run_1/registers.png
Scale bar: 20 µm.
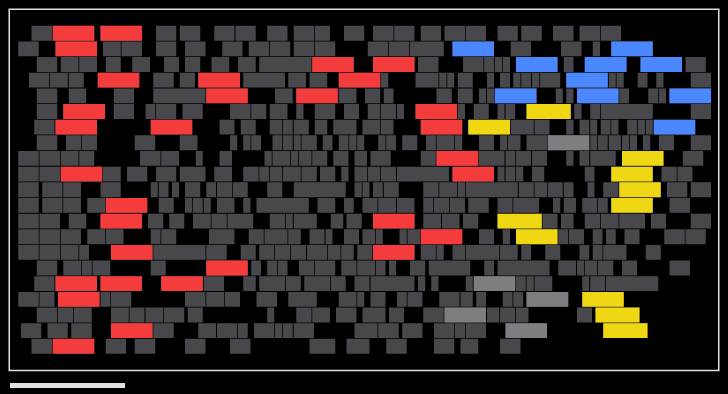
run_1/final_clocks.png
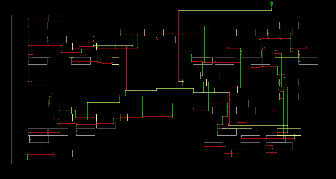
run_1/clock_map.png
Scale bar: 20 µm.
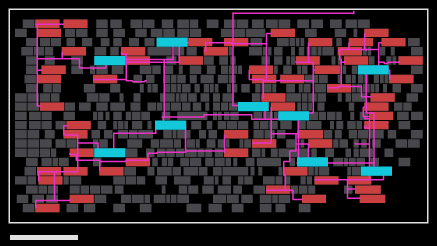
$ cat src/rtl/rv_instr_encoder_loader_if.sv
// Host-side request stream and instruction-memory write port of the RV32I encoder/loader.
// The master side is the boot/test host, and the slave side is the loader.
interface rv_instr_encoder_loader_if #(
    parameter int ADDR_W = 10
);
    logic              start;
    logic              in_valid;
    logic              in_ready;
    logic [4:0]        in_op;
    logic [4:0]        in_rd;
    logic [4:0]        in_rs1;
    logic [4:0]        in_rs2;
    logic [31:0]       in_imm;
    logic              mem_we;
    logic [ADDR_W-1:0] mem_addr;
    logic [31:0]       mem_wdata;
    logic              done;
    logic              err;
    logic [ADDR_W:0]   count;

    modport master (
        output start, in_valid, in_op, in_rd, in_rs1, in_rs2, in_imm,
        input  in_ready, mem_we, mem_addr, mem_wdata, done, err, count
    );

    modport slave (
        input  start, in_valid, in_op, in_rd, in_rs1, in_rs2, in_imm,
        output in_ready, mem_we, mem_addr, mem_wdata, done, err, count
    );
endinterface

$ cat src/rtl/rv_instr_encoder_loader.sv
// Packs symbolic requests into RV32I words and writes them to consecutive imem words, ending with a halt.
// Each write appears one cycle after acceptance, at one word per cycle; in_ready is low unless in RUN with a spare slot left for the halt.
module rv_instr_encoder_loader #(
    parameter int DEPTH  = 1024,
    parameter int ADDR_W = 10
) (
    input logic                       clk,
    input logic                       rst,
    rv_instr_encoder_loader_if.slave  bus
);
    typedef enum logic [1:0] {
        S_IDLE,
        S_RUN,
        S_DONE
    } state_t;

    localparam logic [ADDR_W:0] C_LAST = (ADDR_W+1)'(DEPTH - 1);
    localparam logic [31:0]     C_HALT = 32'h0000_006F;

    state_t            r_state;
    state_t            w_next_state;
    logic [ADDR_W:0]   r_count;
    logic              r_mem_we;
    logic [ADDR_W-1:0] r_mem_addr;
    logic [31:0]       r_mem_wdata;
    logic              r_done;
    logic              r_err;

    logic [31:0] w_enc;
    logic        w_legal;
    logic        w_is_end;
    logic        w_in_ready;
    logic        w_wr;
    logic [31:0] w_wr_data;
    logic        w_clear;
    logic        w_set_err;
    logic        w_set_done;

    logic [4:0]  w_rd;
    logic [4:0]  w_rs1;
    logic [4:0]  w_rs2;
    logic [31:0] w_imm;

    assign w_rd  = bus.in_rd;
    assign w_rs1 = bus.in_rs1;
    assign w_rs2 = bus.in_rs2;
    assign w_imm = bus.in_imm;

    // Unused fields stay zero, and the immediate bits above each format's field are dropped.
    always_comb begin
        w_enc    = '0;
        w_legal  = 1'b1;
        w_is_end = 1'b0;
        case (bus.in_op)
            5'd0:  w_enc = {7'b0000000, w_rs2, w_rs1, 3'b000, w_rd, 7'b0110011};
            5'd1:  w_enc = {7'b0100000, w_rs2, w_rs1, 3'b000, w_rd, 7'b0110011};
            5'd2:  w_enc = {7'b0000000, w_rs2, w_rs1, 3'b111, w_rd, 7'b0110011};
            5'd3:  w_enc = {7'b0000000, w_rs2, w_rs1, 3'b110, w_rd, 7'b0110011};
            5'd4:  w_enc = {7'b0000000, w_rs2, w_rs1, 3'b010, w_rd, 7'b0110011};
            5'd5:  w_enc = {w_imm[11:0], w_rs1, 3'b010, w_rd, 7'b0000011};
            5'd6:  w_enc = {w_imm[11:0], w_rs1, 3'b000, w_rd, 7'b0010011};
            5'd7:  w_enc = {w_imm[11:0], w_rs1, 3'b100, w_rd, 7'b0010011};
            5'd8:  w_enc = {w_imm[11:0], w_rs1, 3'b110, w_rd, 7'b0010011};
            5'd9:  w_enc = {w_imm[11:0], w_rs1, 3'b010, w_rd, 7'b0010011};
            5'd10: w_enc = {w_imm[11:0], w_rs1, 3'b000, w_rd, 7'b1100111};
            5'd11: w_enc = {w_imm[11:5], w_rs2, w_rs1, 3'b010, w_imm[4:0], 7'b0100011};
            5'd12: w_enc = {w_imm[20], w_imm[10:1], w_imm[11], w_imm[19:12], w_rd, 7'b1101111};
            5'd13: w_enc = {w_imm[12], w_imm[10:5], w_rs2, w_rs1, 3'b000, w_imm[4:1], w_imm[11], 7'b1100011};
            5'd14: w_enc = {w_imm[12], w_imm[10:5], w_rs2, w_rs1, 3'b001, w_imm[4:1], w_imm[11], 7'b1100011};
            5'd15: w_enc = {w_imm[12], w_imm[10:5], w_rs2, w_rs1, 3'b100, w_imm[4:1], w_imm[11], 7'b1100011};
            5'd16: w_enc = {w_imm[12], w_imm[10:5], w_rs2, w_rs1, 3'b101, w_imm[4:1], w_imm[11], 7'b1100011};
            5'd17: w_enc = {w_imm[31:12], w_rd, 7'b0110111};
            5'd31: begin
                w_enc    = C_HALT;
                w_is_end = 1'b1;
            end
            default: w_legal = 1'b0;
        endcase
    end

    always_ff @(posedge clk) begin
        if (rst) begin
            r_state <= S_IDLE;
        end else begin
            r_state <= w_next_state;
        end
    end

    always_comb begin
        w_next_state = r_state;
        w_in_ready   = 1'b0;
        w_wr         = 1'b0;
        w_wr_data    = w_enc;
        w_clear      = 1'b0;
        w_set_err    = 1'b0;
        w_set_done   = 1'b0;
        case (r_state)
            S_IDLE, S_DONE: begin
                if (bus.start) begin
                    w_next_state = S_RUN;
                    w_clear      = 1'b1;
                end
            end
            S_RUN: begin
                w_in_ready = (r_count < C_LAST);
                // Only the reserved last slot is left, so the loader closes the program itself.
                if (!w_in_ready) begin
                    w_wr         = 1'b1;
                    w_wr_data    = C_HALT;
                    w_set_err    = 1'b1;
                    w_set_done   = 1'b1;
                    w_next_state = S_DONE;
                end else if (bus.in_valid) begin
                    if (w_is_end) begin
                        w_wr         = 1'b1;
                        w_wr_data    = C_HALT;
                        w_set_done   = 1'b1;
                        w_next_state = S_DONE;
                    end else if (w_legal) begin
                        w_wr = 1'b1;
                    end else begin
                        w_set_err = 1'b1;
                    end
                end
            end
            default: w_next_state = S_IDLE;
        endcase
    end

    // count also serves as the write pointer; mem_addr/mem_wdata keep their last written values.
    always_ff @(posedge clk) begin
        if (rst) begin
            r_count     <= '0;
            r_mem_we    <= 1'b0;
            r_mem_addr  <= '0;
            r_mem_wdata <= '0;
            r_done      <= 1'b0;
            r_err       <= 1'b0;
        end else begin
            r_mem_we <= w_wr;
            if (w_clear) begin
                r_count <= '0;
                r_done  <= 1'b0;
                r_err   <= 1'b0;
            end else begin
                if (w_wr) begin
                    r_mem_addr  <= r_count[ADDR_W-1:0];
                    r_mem_wdata <= w_wr_data;
                    r_count     <= r_count + 1'b1;
                end
                if (w_set_err) begin
                    r_err <= 1'b1;
                end
                if (w_set_done) begin
                    r_done <= 1'b1;
                end
            end
        end
    end

    assign bus.in_ready  = w_in_ready;
    assign bus.mem_we    = r_mem_we;
    assign bus.mem_addr  = r_mem_addr;
    assign bus.mem_wdata = r_mem_wdata;
    assign bus.done      = r_done;
    assign bus.err       = r_err;
    assign bus.count     = r_count;
endmodule
$ cat src/flat_wrapper.sv
// flat-port wrapper written by rule: the top's interface ports become plain ports
module rv_instr_encoder_loader_flat 
#(
    parameter int DEPTH  = 1024,
    parameter int ADDR_W = 10
)
  (clk, rst, bus_start, bus_in_valid, bus_in_op, bus_in_rd, bus_in_rs1, bus_in_rs2, bus_in_imm, bus_in_ready, bus_mem_we, bus_mem_addr, bus_mem_wdata, bus_done, bus_err, bus_count);
  rv_instr_encoder_loader_if #(.ADDR_W(ADDR_W)) bus_i ();
  input logic clk;
  input logic rst;
  input wire logic [$bits(bus_i.start)-1:0] bus_start;
  input wire logic [$bits(bus_i.in_valid)-1:0] bus_in_valid;
  input wire logic [$bits(bus_i.in_op)-1:0] bus_in_op;
  input wire logic [$bits(bus_i.in_rd)-1:0] bus_in_rd;
  input wire logic [$bits(bus_i.in_rs1)-1:0] bus_in_rs1;
  input wire logic [$bits(bus_i.in_rs2)-1:0] bus_in_rs2;
  input wire logic [$bits(bus_i.in_imm)-1:0] bus_in_imm;
  output wire logic [$bits(bus_i.in_ready)-1:0] bus_in_ready;
  output wire logic [$bits(bus_i.mem_we)-1:0] bus_mem_we;
  output wire logic [$bits(bus_i.mem_addr)-1:0] bus_mem_addr;
  output wire logic [$bits(bus_i.mem_wdata)-1:0] bus_mem_wdata;
  output wire logic [$bits(bus_i.done)-1:0] bus_done;
  output wire logic [$bits(bus_i.err)-1:0] bus_err;
  output wire logic [$bits(bus_i.count)-1:0] bus_count;
  assign bus_i.start = bus_start;
  assign bus_i.in_valid = bus_in_valid;
  assign bus_i.in_op = bus_in_op;
  assign bus_i.in_rd = bus_in_rd;
  assign bus_i.in_rs1 = bus_in_rs1;
  assign bus_i.in_rs2 = bus_in_rs2;
  assign bus_i.in_imm = bus_in_imm;
  assign bus_in_ready = bus_i.in_ready;
  assign bus_mem_we = bus_i.mem_we;
  assign bus_mem_addr = bus_i.mem_addr;
  assign bus_mem_wdata = bus_i.mem_wdata;
  assign bus_done = bus_i.done;
  assign bus_err = bus_i.err;
  assign bus_count = bus_i.count;
  rv_instr_encoder_loader #(.DEPTH(DEPTH), .ADDR_W(ADDR_W)) u_core (.clk(clk), .rst(rst), .bus(bus_i));
endmodule
$ cat config.mk
export PLATFORM = sky130hd
export DESIGN_NAME = rv_instr_encoder_loader_flat
export DESIGN_NICKNAME = d
export VERILOG_FILES = /design/src/rtl/rv_instr_encoder_loader_if.sv /design/src/rtl/rv_instr_encoder_loader.sv /design/src/flat_wrapper.sv
export SDC_FILE = /design/constraint.sdc
export NUM_CORES = 1
export LEC_CHECK = 0
export CORE_ASPECT_RATIO = 0.5
export CORE_UTILIZATION = 39
export CTS_CLUSTER_DIAMETER = 120
export DETAILED_ROUTE_END_ITERATION = 7
export MAX_ROUTING_LAYER = met4
export PLACE_DENSITY_LB_ADDON = 0.25
export SKIP_LAST_GASP = 1
export SLEW_MARGIN = 20
export SYNTH_ARGS = -nofsm -noshare
export SYNTH_HDL_FRONTEND = slang
export SYNTH_SLANG_ARGS = --single-unit
$ cat constraint.sdc
create_clock -name clk -period 1.95 [get_ports clk]
set_input_delay 0.39 -clock clk [delete_from_list [all_inputs] [get_ports clk]]
set_output_delay 0.39 -clock clk [all_outputs]
set_load 0.005 [all_outputs]
==> Flow_metrics.wiki, run 1 <==
=== Physical design figures ===
{| class="wikitable"
! Metric !! Value
|-
| Die W || 123 µm
|-
| Post-Syn Nets || 403
|-
| Routed wire length per instance || 15.9 µm
|-
| Tally of yosys warning messages || 0
|-
| Placeable Area || 0.00688 mm²
|-
| Worst Path Max Fanout || 6
|-
| Cell count in the Yosys report || 346
|-
| Global-route congestion overflow total || 0
|-
| Pleak || 0.00182 µW
|-
| Average instance area after synthesis || 8.26 µm²
|-
| Number of enable flip-flop cells || 0
|-
| Run status || finished, final reports clean
|-
| Number of failing hold endpoints at the final stage || 0
|-
| Pin count of the biggest net entering global routing || 23
|-
| Summed area of non-filler cells in the final layout || roughly 0.005 mm²
|-
| Highest routed metal layer || met4
|-
| Worst rel slew slack || around 65%
|-
| Log Warnings || 28
|-
| Detail Route met2 WL || 4.70 mm
|-
| Final Core Density || a little under three quarters
|-
| Global routing usage on met2 || between 40% and 50%
|-
| Clock sink count || about 57
|-
| Global-route wire length before repair || about 15 mm
|-
| Number of cells produced by synthesis || approximately 350
|-
| Number of levels the H-tree was split into || 3
|-
| Standard-cell rows || 21
|-
| Die boundary height || 62.5 µm
|-
| Final period utilization || 99.3%
|-
| Clock latency of the later-clocked register in the worst-skew pair || around 0.33 ns
|-
| Io pins || 113
|-
| Vias per cell || 5.54
|-
| Port-buffer cells || around 110
|-
| Fraction of final layout cells with drive strength greater than 1 || 23.1%
|-
| Antenna diode count || 0
|-
| Most frequent cell on the critical path || sky130_fd_sc_hd__buf_4
|-
| Startpoint-to-endpoint class of the critical path || reg2reg
|-
| CP peak stage delay || roughly 0.36 ns
|-
| Slew @ Worst Pin || 0.526 ns
|-
| Via count || roughly 3,400
|-
| Most used logic cell in the final layout || sky130_fd_sc_hd__clkdlybuf4s50_1
|-
| Largest area contributor in the netlist || sky130_fd_sc_hd__dfxtp_1
|}
About registers.png:
color	signal	sequential cells
red	u_core.bus.mem_wdata	31
blue	u_core.bus.mem_addr	10
yellow	u_core.bus.count	11
not colored	5

About final_clocks.png:
maximum clock skew at final layout: 0.00575 ns
number of buffers added by the clock tree synthesis step: 9

About clock_map.png:
[magenta] clock wires | length: 813 µm
[red] flip-flops | count: 57
[cyan] cells driving clock nets | count: 9
flops lie	all over the die
routed clock nets	10

-- run 1: synth_stat cells (2+ instances only) --
master / instances
sky130_fd_sc_hd__a211oi_1: 3
sky130_fd_sc_hd__a21boi_0: 2
sky130_fd_sc_hd__a21oi_1: 38
sky130_fd_sc_hd__a22o_1: 9
sky130_fd_sc_hd__a22oi_1: 16
sky130_fd_sc_hd__a2bb2oi_1: 3
sky130_fd_sc_hd__a31oi_1: 2
sky130_fd_sc_hd__a32oi_1: 2
sky130_fd_sc_hd__and2_1: 2
sky130_fd_sc_hd__and3_1: 2
sky130_fd_sc_hd__buf_2: 6
sky130_fd_sc_hd__buf_6: 2
sky130_fd_sc_hd__clkbuf_1: 18
sky130_fd_sc_hd__dfxtp_1: 57
sky130_fd_sc_hd__inv_1: 7
sky130_fd_sc_hd__nand2_1: 38
sky130_fd_sc_hd__nand2b_1: 6
sky130_fd_sc_hd__nand3_1: 9
sky130_fd_sc_hd__nand4_1: 3
sky130_fd_sc_hd__nor2_1: 25
sky130_fd_sc_hd__nor2b_1: 4
sky130_fd_sc_hd__nor3_1: 5
sky130_fd_sc_hd__nor3b_1: 3
sky130_fd_sc_hd__o211ai_1: 4
sky130_fd_sc_hd__o21ai_0: 11
sky130_fd_sc_hd__o22ai_1: 2
sky130_fd_sc_hd__o2bb2ai_1: 19
sky130_fd_sc_hd__o31a_1: 2
sky130_fd_sc_hd__o31ai_1: 6
sky130_fd_sc_hd__o32ai_1: 2
sky130_fd_sc_hd__or2_2: 4
sky130_fd_sc_hd__or3_1: 5
sky130_fd_sc_hd__or4_1: 5
-- run 1: logic make-up after synthesis --
| logic type | after synthesis | share of synthesized area [%] |
|---|---|---|
| buffers and inverters | 35 | 5.52 |
| xor gates and xnor gates | 1 | 0.307 |
| adders and majority gates | 1 | 0.438 |
| and+or+nand+nor | 119 | 21.2 |
| AOI/OAI and AO/OA | 133 | 32.6 |
| DFF | 57 | 39.9 |
-- run 1: cell type report --
class | instances | area [µm²]
flip-flops and latches | 57 | 1150
clock inverters | 6 | 35.0
inverters | 8 | 30.0
fillers | 565 | 1960
clock buffers | 10 | 229
well taps | 92 | 115
multi-input cells | 255 | 1700
repair buffers | 179 | 1670
-- run 1: critical path, delay by kind of cell (launching register included) --
kind / cells / cell delay [ns]
and+or+nand+nor: 2 / 0.46
buffers and inverters: 2 / 0.32
DFF: 1 / 0.36
AOI/OAI and AO/OA: 3 / 0.72
-- run 1: worst paths after layout --
path / startpoint / end / slack, ns / cells past startpoint
max: u_core.bus.count[6] / u_core.bus.count[8] / 0.01 / 7
min: u_core.bus.mem_addr[7] / u_core.bus.mem_addr[7] / 0.45 / 2
min reg2reg: u_core.bus.mem_addr[7] / u_core.bus.mem_addr[7] / 0.45 / 2
max reg2reg: u_core.bus.count[6] / u_core.bus.count[8] / 0.01 / 7
-- run 1: state kept, by name, indices dropped and copies added (netlist names) --
signal,flops
u_core.bus.mem_we,1
u_core.bus.mem_addr,10
u_core.bus.count,11
u_core.bus.done,1
u_core.r_state,2
u_core.bus.err,1
u_core.bus.mem_wdata,31
-- run 1: report_power, final --
group	switching (µW)	internal [µW]
Combinational	229	282
Clock	545	848
Sequential	12.5	1190
==> inputs of run 2 (changes only) <==
--- a/config.mk
+++ b/config.mk
@@ -8,6 +8,7 @@
 export CORE_ASPECT_RATIO = 0.5
 export CORE_UTILIZATION = 39
 export CTS_CLUSTER_DIAMETER = 120
+export CTS_CLUSTER_SIZE = 16
 export DETAILED_ROUTE_END_ITERATION = 7
 export MAX_ROUTING_LAYER = met4
 export PLACE_DENSITY_LB_ADDON = 0.25
run_2/final_clocks.png
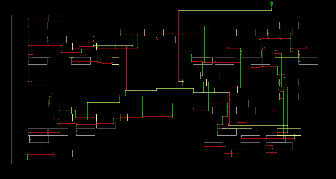
clock sink count: 57
sequential cells: 57
clock latency of the later-clocked register in the worst-skew pair: 0.33 ns
clk_buf instances: 10
power consumed by the clock network: 1390 µW

run_2/metal_stack.png
Scale bar: 20 µm. Only two layers are drawn.
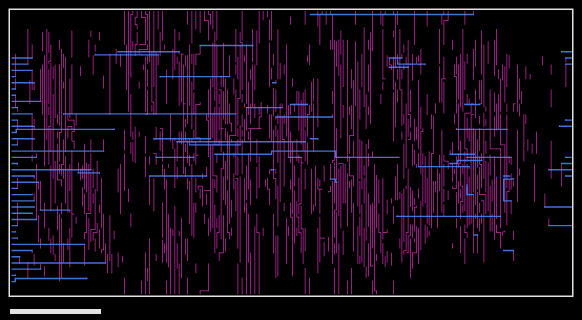
color	layer	wire length
blue	met3	625 µm
magenta	met2	4,700 µm

==> Flow_metrics.wiki, run 2 <==
=== Physical design figures ===
{| class="wikitable"
! Metric !! Value
|-
| Placeable Area || 0.00688 mm²
|-
| Slew @ Worst Pin || 0.526 ns
|-
| Average instance area after synthesis || 8.26 µm²
|-
| Family of cells with the greatest summed delay on the critical path || AND-OR/OR-AND gates
|-
| Final period utilization || 99.3%
|-
| Port-buffer cells || 112
|-
| Crit path buf inv count || 2
|-
| Cell depth of the worst hold path || 2
|-
| Most used logic cell in the final layout || sky130_fd_sc_hd__clkdlybuf4s50_1
|-
| Number of enable flip-flop cells || 0
|-
| Post-Syn Nets || 403
|-
| FF-to-FF Start || u_core.bus.count[6]
|-
| Standard-cell rows || 21
|-
| Global-route congestion overflow total || 0
|-
| Most frequent cell on the critical path || sky130_fd_sc_hd__buf_4
|-
| Pleak || about 0.0018 µW
|-
| Register-to-Register Path Depth || 7
|-
| Final Core Density || 71.5%
|-
| Tally of yosys warning messages || 0
|-
| Area fraction in and, or, nand and nor cells after synthesis || 21.2%
|-
| Io pins || about 110
|-
| Fraction of final layout cells with drive strength greater than 1 || roughly 23%
|-
| Log Warnings || 28
|-
| Pin count of the biggest net entering global routing || 23
|-
| Via count || 3,363
|-
| Number of cells produced by synthesis || approximately 350
|-
| Sort of element at the start of the critical path || flip-flop
|-
| CP peak stage delay || 0.36 ns
|-
| Post-synthesis share of cell area spent on and-or and or-and gates || 32.6%
|-
| Worst rel slew slack || 64.7%
|-
| Cell count in the Yosys report || around 350
|-
| Area fraction in full adders, half adders and majority gates || less than 1%
|-
| Number of stages on the worst setup path || 7
|-
| Count of fill cells added during filler insertion || 565
|-
| Leading cell types by count after synthesis || sky130_fd_sc_hd__dfxtp_1 (57), sky130_fd_sc_hd__a21oi_1 (38), sky130_fd_sc_hd__nand2_1 (38)
|-
| Run status || finished, final reports clean
|-
| Hold_sp || u_core.bus.mem_addr[7]
|-
| Global-route wire length before repair || 15.2 mm
|-
| Routed wire length per instance || 15.9 µm
|-
| Die boundary height || between 60 and 70 µm
|-
| Start point of the critical path || u_core.bus.count[6]
|-
| Startpoint-to-endpoint class of the critical path || reg2reg
|-
| Largest area contributor in the netlist || sky130_fd_sc_hd__dfxtp_1
|-
| Die W || roughly 120 µm
|-
| Flip-flop count of the largest register, all copies and words added || 31
|-
| Worst Path Max Fanout || 6
|-
| Vias per cell || 5.54
|-
| Number of levels the H-tree was split into || 3
|}
## run 2: cell counts in the layout (fill, tap and decap cells not counted)
Identical to the previous run, type by type.
## run 2: metal layers
layer  track usage, %  share of wire [%]  routed length (µm)
met3             6.39                6.5                 625
met1             31.6                 44                4200
met5                -                  0                   0
met2             41.3                 49                4700
met4             7.98                1.1                 110
## run 2: cells by family (layout without fill, tap and decap cells)
group,Yosys count,count (layout)
compound gates,133,134
buf+inv,35,203
fa+ha+maj,1,1
xor+xnor,1,1
flops,57,57
simple gates,119,119
## run 2: power breakdown
part           internal [µW]  switching (µW)  leakage [µW]
combinational            282             229       0.00123
sequential              1190            12.5      0.000462
clock                    848             545      0.000128
## run 2: worst paths after layout
check	endpoint	slack (ns)
worst min register to register	u_core.bus.mem_addr[7]	0.45
worst max-delay path	u_core.bus.count[8]	0.01
worst max register to register	u_core.bus.count[8]	0.01
worst min-delay path	u_core.bus.mem_addr[7]	0.45
## run 2: repair_timing
action                     CTS  global route
setup endpoints to repair   41            40
cloned                       0             1
pin swaps                    2            10
setup buffers                2             4
gates resized               11            33
## run 2: cell type report
cell class                      instances  area, µm²  area share, %
Timing Repair Buffer                  179       1670           33.9
Inverter                                8       30.0          0.610
Sequential cell                        57       1150           23.3
Tap cell                               92        115           2.34
Multi-Input combinational cell        255       1700           34.5
Clock buffer                           10        229           4.65
Clock inverter                          6       35.0          0.712
## run 2: metrics by stage
step	hold WS [ns]	area, µm²
floorplan	0.448	2860
global placement	0.441	4450
detailed placement	0.445	4450
CTS	0.454	4750
global route	0.482	4920
finish	0.451	4920
## run 2: worst reg2reg max path, delay by kind of cell, from the launching register on
kind | cells | cell delay [ns]
AND-OR/OR-AND | 3 | 0.72
buffers and inverters | 2 | 0.32
flip-flops | 1 | 0.36
AND/OR/NAND/NOR | 2 | 0.46
Power and IR drop assume default switching activity.
